$ cat config.mk
export PLATFORM = sky130hd
export DESIGN_NAME = decade_cascade_display
export DESIGN_NICKNAME = d
export VERILOG_FILES = /design/src/rtl/decade_cascade_display_pkg.sv /design/src/rtl/decade_cascade_display_bcd_to_7seg.sv /design/src/rtl/decade_cascade_display.sv
export SDC_FILE = /design/constraint.sdc
export NUM_CORES = 1
export LEC_CHECK = 0
export CAP_MARGIN = 5
export CORE_MARGIN = 3
export CORE_UTILIZATION = 40
export DETAILED_ROUTE_END_ITERATION = 8
export GPL_TIMING_DRIVEN = 0
export PLACE_DENSITY_LB_ADDON = 0.25
export SLEW_MARGIN = 10
export SYNTH_ARGS = -nofsm -noshare
export SYNTH_HDL_FRONTEND = slang
export SYNTH_SLANG_ARGS = --single-unit
$ cat constraint.sdc
create_clock -name clk -period 6 [get_ports clk]
set_input_delay 0.9 -clock clk [delete_from_list [all_inputs] [get_ports clk]]
set_output_delay 0.9 -clock clk [all_outputs]
set_load 0.01 [all_outputs]
$ cat src/rtl/decade_cascade_display_pkg.sv
// Shared constants for the decade cascade display.
//  - DIG_W / bcd_t : width and type of one BCD digit
//  - SEG_LUT       : active-low {g,f,e,d,c,b,a} patterns for digits 0..9
//  - SEG_BLANK     : all segments off
//  - SEG_DASH      : only segment g lit ("-")
package decade_cascade_display_pkg;

  localparam int DIG_W = 4;
  typedef logic [DIG_W-1:0] bcd_t;

  localparam logic [6:0] SEG_BLANK = 7'b1111111;
  localparam logic [6:0] SEG_DASH  = 7'b0111111;

  // Entry [d] is the pattern for digit d; listed from 9 down to 0.
  localparam logic [9:0][6:0] SEG_LUT = {
    7'b0010000,  // 9
    7'b0000000,  // 8
    7'b1111000,  // 7
    7'b0000010,  // 6
    7'b0010010,  // 5
    7'b0011001,  // 4
    7'b0110000,  // 3
    7'b0100100,  // 2
    7'b1111001,  // 1
    7'b1000000   // 0
  };

endpackage

$ cat src/rtl/decade_cascade_display_bcd_to_7seg.sv
// BCD to active-low 7-segment decoder.
//  bcd_i : 4-bit BCD digit
//  seg_o : {g,f,e,d,c,b,a}, active-low; any code above 9 decodes to blank
module bcd_to_7seg
  import decade_cascade_display_pkg::*;
(
  input  logic [3:0] bcd_i,
  output logic [6:0] seg_o
);

  always_comb begin
    seg_o = SEG_BLANK;
    if (bcd_i <= 4'd9) seg_o = SEG_LUT[bcd_i];
  end

endmodule

$ cat src/rtl/decade_cascade_display.sv
// Extends an external units decade counter into a 4-digit BCD count (0000..9999)
// and drives a multiplexed active-low 4-digit 7-segment display with it.
//  clk       : system clock, rising edge
//  rst       : synchronous reset, active-low
//  digit_in  : units BCD digit from the decade counter
//  count_bcd : {thousands, hundreds, tens, units}, registered
//  carry_out : one-cycle pulse on 9999 -> 0000
//  err       : sticky, set when digit_in > 9 is seen
//  an        : active-low digit enables, an[0] = units
//  seg       : active-low segments {g,f,e,d,c,b,a}
module decade_cascade_display
  import decade_cascade_display_pkg::*;
#(
  parameter int REFRESH_DIV = 1000,
  parameter bit LZ_BLANK    = 1'b1
) (
  input  logic        clk,
  input  logic        rst,
  input  logic [3:0]  digit_in,
  output logic [15:0] count_bcd,
  output logic        carry_out,
  output logic        err,
  output logic [3:0]  an,
  output logic [6:0]  seg
);

  localparam int            CW   = $clog2(REFRESH_DIV);
  localparam logic [CW-1:0] TERM = CW'(REFRESH_DIV - 1);

  bcd_t [3:0]    dig_q, dig_d;
  bcd_t          prev_q;
  logic          prev_vld_q;
  logic          carry_q, carry_d;
  logic          err_q, err_d;
  logic [CW-1:0] cnt_q, cnt_d;
  logic [1:0]    idx_q, idx_d;
  logic [3:0]    an_q, an_d;
  logic [6:0]    seg_q, seg_d;

  logic          in_ok, wrap, c, blank;
  bcd_t          dec_in;
  logic [6:0]    dec_seg;

  // Count and scan next state.
  always_comb begin
    in_ok = (digit_in <= 4'd9);
    // A wrap needs a valid 9 followed by a valid 0; the first sample after
    // reset has no predecessor, so a reset-induced 9->0 never carries.
    wrap  = prev_vld_q && (prev_q == 4'd9) && (digit_in == 4'd0);

    dig_d = dig_q;
    if (in_ok) dig_d[0] = digit_in;

    // Ripple the wrap through tens, hundreds, thousands.
    c = wrap;
    for (int k = 1; k < 4; k++) begin
      if (c) begin
        if (dig_q[k] == 4'd9) begin
          dig_d[k] = '0;
        end else begin
          dig_d[k] = dig_q[k] + 4'd1;
          c        = 1'b0;
        end
      end
    end
    carry_d = c;

    err_d = err_q | ~in_ok;

    if (cnt_q == TERM) begin
      cnt_d = '0;
      idx_d = idx_q + 2'd1;
    end else begin
      cnt_d = cnt_q + CW'(1);
      idx_d = idx_q;
    end
  end

  // Display selection works on next-state values so an/seg always match
  // the registered scan index and count in the same cycle.
  always_comb begin
    case (idx_d)
      2'd1:    blank = (dig_d[3:1] == '0);
      2'd2:    blank = (dig_d[3:2] == '0);
      2'd3:    blank = (dig_d[3] == '0);
      default: blank = 1'b0;
    endcase
    blank  = blank && LZ_BLANK;
    // A non-BCD code makes the decoder output blank.
    dec_in = blank ? 4'hF : dig_d[idx_d];
    an_d   = ~(4'b0001 << idx_d);
  end

  bcd_to_7seg u_dec (
    .bcd_i (dec_in),
    .seg_o (dec_seg)
  );

  assign seg_d = ((idx_d == 2'd0) && err_d) ? SEG_DASH : dec_seg;

  always_ff @(posedge clk) begin
    if (!rst) begin
      dig_q      <= '0;
      prev_q     <= '0;
      prev_vld_q <= 1'b0;
      carry_q    <= 1'b0;
      err_q      <= 1'b0;
      cnt_q      <= '0;
      idx_q      <= '0;
      an_q       <= 4'b1110;
      seg_q      <= SEG_LUT[0];
    end else begin
      dig_q      <= dig_d;
      prev_q     <= digit_in;
      prev_vld_q <= 1'b1;
      carry_q    <= carry_d;
      err_q      <= err_d;
      cnt_q      <= cnt_d;
      idx_q      <= idx_d;
      an_q       <= an_d;
      seg_q      <= seg_d;
    end
  end

  assign count_bcd = dig_q;
  assign carry_out = carry_q;
  assign err       = err_q;
  assign an        = an_q;
  assign seg       = seg_q;

endmodule
==> GITHUB_STEP_SUMMARY <==
### Metrics collected by this job

| Metric | Value |
|---|---|
| CP Capture Type | register |
| Remaining antenna violation count | 0 |
| Cts bufs inserted | 5 |
| Finished Layout Cells | 420 |
| Count leader, synth | dfxtp_1 |
| Synth Area in Adders | 0.0337 |
| Yosys chip area | 2530 um^2 |
| Final hold violations | 0 |
| Final WS setup | 1410 ps |
| Worst path max stage delay | 540 ps |
| Layout net count | 357 |
| # Taps | 75 |
| Mapped Cells | 304 |
| Slew Viols, Final | 0 |
| Top logic family | simple AND/OR/NAND/NOR gates |
| Worst R2R Setup Slack | 2030 ps |
| Flop share of the area | 0.303 |
| Logic area | 1500 um^2 |
| GR peak layer | met2 |
| Status | finished clean |
| Buffer share of cell area | 0.132 |
| Met2 WL | 2.84 mm |
| Avg WL per Cell | 14.5 um |
| Diode count | 0 |
| Number of ordinary inverters in the final layout | 13 |
| Sw Share | 0.245 |
| Synth Register Bits | 46 |
| Vias | 2336 |
| IO buf count | 34 |
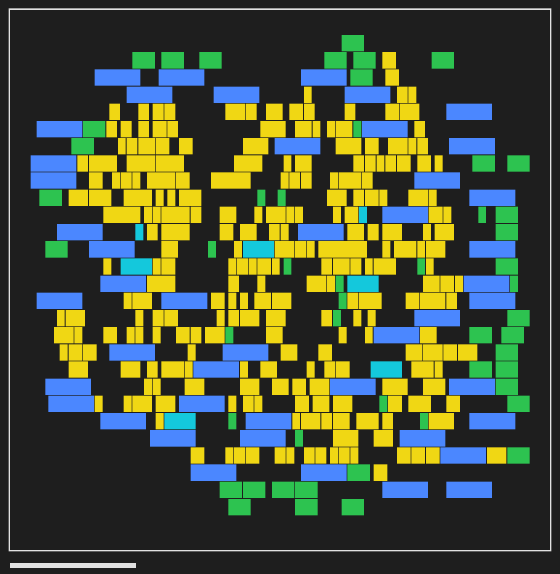
**Above:** placed cells, one color a class.
The bar under the picture is 20 um long.
- flops: blue (cells 46; share of their area 31%)
- other buffers and delay cells: green (cells 50; share of their area 14%)
- all other logic: yellow (cells 242; share of their area 53%)
- clock drivers and dummy loads: cyan (cells 7; share of their area 2.6%)

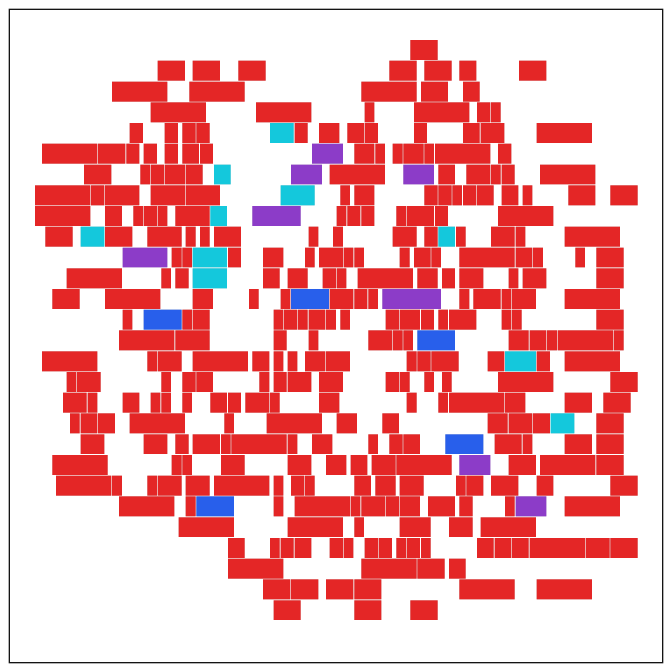
**Above:** drive-strength map.
- drive 2: cyan (cells 10)
- drive 1 or less: red (cells 322)
- drive 6 and up: blue (cells 5)
- drive 3 to 4: purple (cells 8)

